`config.mk`:
```
export PLATFORM = sky130hd
export DESIGN_NAME = alu_logic_pipe_flat
export DESIGN_NICKNAME = d
export VERILOG_FILES = /design/src/rtl/alu_logic_pipe_pkg.sv /design/src/rtl/alu_logic_pipe_if.sv /design/src/rtl/alu_pipe_reg.sv /design/src/rtl/alu_logic_pipe.sv /design/src/flat_wrapper.sv
export SDC_FILE = /design/constraint.sdc
export NUM_CORES = 1
export LEC_CHECK = 0
export CORE_AREA = 2 2 153 155
export CTS_CLUSTER_SIZE = 24
export DETAILED_ROUTE_END_ITERATION = 10
export DIE_AREA = 0 0 155 157
export PLACE_DENSITY = 0.53
export SYNTH_ARGS = -nofsm -noshare
export SYNTH_HDL_FRONTEND = slang
export SYNTH_SLANG_ARGS = --single-unit
```
`constraint.sdc`:
```
create_clock -name clk -period 3.52 [get_ports clk]
set_input_delay 0.704 -clock clk [delete_from_list [all_inputs] [get_ports clk]]
set_output_delay 0.704 -clock clk [all_outputs]
set_load 0.02 [all_outputs]
```
`src/rtl/alu_logic_pipe_pkg.sv`:
```
// Shared definitions for the pipelined logic unit: op encodings and their width.
package alu_logic_pipe_pkg;

  localparam int ALU_LOP_W = 3;

  typedef enum logic [ALU_LOP_W-1:0] {
    ALU_LOP_AND  = 3'd0,
    ALU_LOP_OR   = 3'd1,
    ALU_LOP_XOR  = 3'd2,
    ALU_LOP_NOR  = 3'd3,
    ALU_LOP_XNOR = 3'd4,
    ALU_LOP_ANDN = 3'd5,
    ALU_LOP_PASS = 3'd6,
    ALU_LOP_NOT  = 3'd7
  } alu_lop_e;

endpackage

```
`src/rtl/alu_logic_pipe_if.sv`:
```
// Issue-side and writeback-side bundles of the logic unit.
// Handshake: a side transfers on a rising edge where valid && ready; valid must not
// depend on ready, and a bundle with valid high holds steady until it transfers.
interface alu_logic_pipe_if #(
  parameter int WIDTH = 32,
  parameter int TAG_W = 5
);
  import alu_logic_pipe_pkg::*;

  logic                 in_valid;
  logic                 in_ready;
  logic [ALU_LOP_W-1:0] in_op;
  logic [WIDTH-1:0]     in_a;
  logic [WIDTH-1:0]     in_b;
  logic [TAG_W-1:0]     in_tag;

  logic                 out_valid;
  logic                 out_ready;
  logic [WIDTH-1:0]     out_result;
  logic                 out_zero;
  logic                 out_parity;
  logic [TAG_W-1:0]     out_tag;

  modport master (
    output in_valid, in_op, in_a, in_b, in_tag, out_ready,
    input  in_ready, out_valid, out_result, out_zero, out_parity, out_tag
  );

  modport slave (
    input  in_valid, in_op, in_a, in_b, in_tag, out_ready,
    output in_ready, out_valid, out_result, out_zero, out_parity, out_tag
  );

endinterface

```
`src/rtl/alu_pipe_reg.sv`:
```
// One elastic pipeline stage: loads whenever empty or when downstream takes its bundle.
module alu_pipe_reg #(
  parameter int W = 8
) (
  input  logic         clk,
  input  logic         rst_n,
  input  logic         up_valid,
  output logic         up_ready,
  input  logic [W-1:0] up_data,
  output logic         dn_valid,
  input  logic         dn_ready,
  output logic [W-1:0] dn_data
);

  logic         valid_q;
  logic [W-1:0] data_q;

  assign up_ready = !valid_q || dn_ready;
  assign dn_valid = valid_q;
  assign dn_data  = data_q;

  always_ff @(posedge clk or negedge rst_n) begin
    if (!rst_n) begin
      valid_q <= 1'b0;
      data_q  <= '0;
    end else if (up_ready) begin
      valid_q <= up_valid;
      // Data only moves with a real bundle; a bubble leaves the old value in place.
      if (up_valid) begin
        data_q <= up_data;
      end
    end
  end

endmodule

```
`src/rtl/alu_logic_pipe.sv`:
```
// Two-stage elastic bitwise logic unit with zero/parity flags and a passthrough tag.
module alu_logic_pipe
  import alu_logic_pipe_pkg::*;
#(
  parameter int WIDTH = 32,
  parameter int TAG_W = 5
) (
  input logic            clk,
  input logic            rst_n,
  alu_logic_pipe_if.slave bus
);

  localparam int S1_W = ALU_LOP_W + 2 * WIDTH + TAG_W;
  localparam int S2_W = WIDTH + 2 + TAG_W;

  logic [S1_W-1:0]      s1_data_d;
  logic [S1_W-1:0]      s1_data_q;
  logic                 s1_valid;
  logic                 s2_load;
  logic [ALU_LOP_W-1:0] s1_op;
  logic [WIDTH-1:0]     s1_a;
  logic [WIDTH-1:0]     s1_b;
  logic [TAG_W-1:0]     s1_tag;

  logic [WIDTH-1:0]     result_d;
  logic                 nzero_d;
  logic                 parity_d;
  logic [S2_W-1:0]      s2_data_d;
  logic [S2_W-1:0]      s2_data_q;
  logic [WIDTH-1:0]     result_q;
  logic                 nzero_q;
  logic                 parity_q;
  logic [TAG_W-1:0]     tag_q;

  assign s1_data_d = {bus.in_op, bus.in_a, bus.in_b, bus.in_tag};

  alu_pipe_reg #(.W(S1_W)) u_s1 (
    .clk      (clk),
    .rst_n    (rst_n),
    .up_valid (bus.in_valid),
    .up_ready (bus.in_ready),
    .up_data  (s1_data_d),
    .dn_valid (s1_valid),
    .dn_ready (s2_load),
    .dn_data  (s1_data_q)
  );

  assign {s1_op, s1_a, s1_b, s1_tag} = s1_data_q;

  always_comb begin
    result_d = '0;
    case (alu_lop_e'(s1_op))
      ALU_LOP_AND:  result_d = s1_a & s1_b;
      ALU_LOP_OR:   result_d = s1_a | s1_b;
      ALU_LOP_XOR:  result_d = s1_a ^ s1_b;
      ALU_LOP_NOR:  result_d = ~(s1_a | s1_b);
      ALU_LOP_XNOR: result_d = ~(s1_a ^ s1_b);
      ALU_LOP_ANDN: result_d = s1_a & ~s1_b;
      ALU_LOP_PASS: result_d = s1_a;
      ALU_LOP_NOT:  result_d = ~s1_a;
    endcase
    nzero_d  = |result_d;
    parity_d = ^result_d;
  end

  // Zero is stored inverted so the all-zero reset image reads as "result is zero".
  assign s2_data_d = {result_d, nzero_d, parity_d, s1_tag};

  alu_pipe_reg #(.W(S2_W)) u_s2 (
    .clk      (clk),
    .rst_n    (rst_n),
    .up_valid (s1_valid),
    .up_ready (s2_load),
    .up_data  (s2_data_d),
    .dn_valid (bus.out_valid),
    .dn_ready (bus.out_ready),
    .dn_data  (s2_data_q)
  );

  assign {result_q, nzero_q, parity_q, tag_q} = s2_data_q;

  assign bus.out_result = result_q;
  assign bus.out_zero   = !nzero_q;
  assign bus.out_parity = parity_q;
  assign bus.out_tag    = tag_q;

endmodule

```
`src/flat_wrapper.sv`:
```
// flat-port wrapper written by rule: the top's interface ports become plain ports
module alu_logic_pipe_flat import alu_logic_pipe_pkg::*;
#(
  parameter int WIDTH = 32,
  parameter int TAG_W = 5
)
  (clk, rst_n, bus_in_valid, bus_in_op, bus_in_a, bus_in_b, bus_in_tag, bus_out_ready, bus_in_ready, bus_out_valid, bus_out_result, bus_out_zero, bus_out_parity, bus_out_tag);
  alu_logic_pipe_if #(.WIDTH(WIDTH), .TAG_W(TAG_W)) bus_i ();
  input logic clk;
  input logic rst_n;
  input wire logic [$bits(bus_i.in_valid)-1:0] bus_in_valid;
  input wire logic [$bits(bus_i.in_op)-1:0] bus_in_op;
  input wire logic [$bits(bus_i.in_a)-1:0] bus_in_a;
  input wire logic [$bits(bus_i.in_b)-1:0] bus_in_b;
  input wire logic [$bits(bus_i.in_tag)-1:0] bus_in_tag;
  input wire logic [$bits(bus_i.out_ready)-1:0] bus_out_ready;
  output wire logic [$bits(bus_i.in_ready)-1:0] bus_in_ready;
  output wire logic [$bits(bus_i.out_valid)-1:0] bus_out_valid;
  output wire logic [$bits(bus_i.out_result)-1:0] bus_out_result;
  output wire logic [$bits(bus_i.out_zero)-1:0] bus_out_zero;
  output wire logic [$bits(bus_i.out_parity)-1:0] bus_out_parity;
  output wire logic [$bits(bus_i.out_tag)-1:0] bus_out_tag;
  assign bus_i.in_valid = bus_in_valid;
  assign bus_i.in_op = bus_in_op;
  assign bus_i.in_a = bus_in_a;
  assign bus_i.in_b = bus_in_b;
  assign bus_i.in_tag = bus_in_tag;
  assign bus_i.out_ready = bus_out_ready;
  assign bus_in_ready = bus_i.in_ready;
  assign bus_out_valid = bus_i.out_valid;
  assign bus_out_result = bus_i.out_result;
  assign bus_out_zero = bus_i.out_zero;
  assign bus_out_parity = bus_i.out_parity;
  assign bus_out_tag = bus_i.out_tag;
  alu_logic_pipe #(.WIDTH(WIDTH), .TAG_W(TAG_W)) u_core (.clk(clk), .rst_n(rst_n), .bus(bus_i));
endmodule
```
### Where the registers sit

Drawn at 3 px/um.
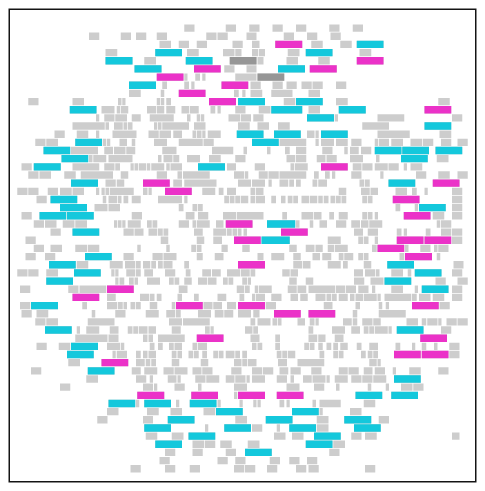
[u_core.u_s1.dn_data] cyan | placed flops: 72 | where: widely spread
[u_core.u_s2.dn_data] magenta | placed flops: 39
not coloured: 2

==> summary.rpt <==
RUN METRICS
----------------------------------------------------
[Final timing]
  Normalized max-slew margin ........................ 0.438
  Clock skew after layout ........................ between 6 and 7 ps
  Final period demand of the worst path ........................ 3100 ps

[Place]
  Instance count after placement with tap cells included ........................ ~1100
  Area of placed instances ........................ about 9000 sq um
  Minimum setup slack after placement ........................ roughly 470 ps

[Synth]
  Simple-gate area share of the yosys netlist ........................ 0.0402
  Yosys stat cell total ........................ roughly 800
  AND-OR/OR-AND Cells, Area Fraction ........................ 0.187
  Mux contribution to synthesized area ........................ 0.210
  Sequential cell area fraction in the yosys report ........................ 0.359
  Number of unique standard cell types used by synthesis ........................ 33
  Number of flops mapped to enable cells by yosys ........................ 0

[Finish]
  FILL cells ........................ about 2200
  Sequential fraction of total cell area ........................ 0.293
  Fraction of layout cells with a size suffix above 1 ........................ 0.180
  Non-Filler Cell Area, Final ........................ between 9000 and 10000 sq um
  Footprint of the flip-flops and latches ........................ 2830 sq um
  Area added between synthesis and finish ........................ 22.9%

[Worst setup path]
  Worst setup path start ........................ u_core.u_s1.dn_data[70]
  Type of the worst setup path ........................ reg -> reg

[Power and ir drop]
  Power of the combinational group ........................ 3.05 mW
  Seq. pwr ........................ around 1.9 mW
  Internal Power ........................ ~4.4 mW
  Power consumed by the clock network ........................ between 1.5 and 2 mW

[Global route]
  Global-route track usage on met2 ........................ 0.284

[Clock network]
  Maximum number of buffers from clock root to sink ........................ 2
  Number of setup buffers added after CTS ........................ 0

[Floorplanning]
  # rows ........................ about 55
  Area enclosed by the die boundary ........................ ~24000 sq um
  Vertical die dimension ........................ roughly 160 um

[Status]
  Run status ........................ completed

[Detailed routing]
  Met1 WL ........................ 9730 um

----------------------------------------------------
### Logic cells by family

Drawn at 2 px/um.
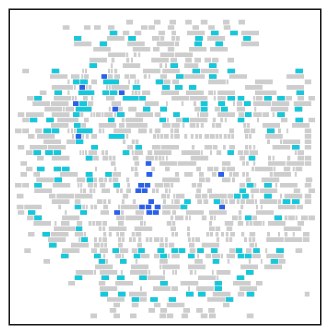
[multiplexers] cyan | cells: 147 | most used: mux2_2 | where: widely spread
[XOR/XNOR gates] blue | cells: 21 | most used: xnor2_1

Power and IR drop assume default switching activity.
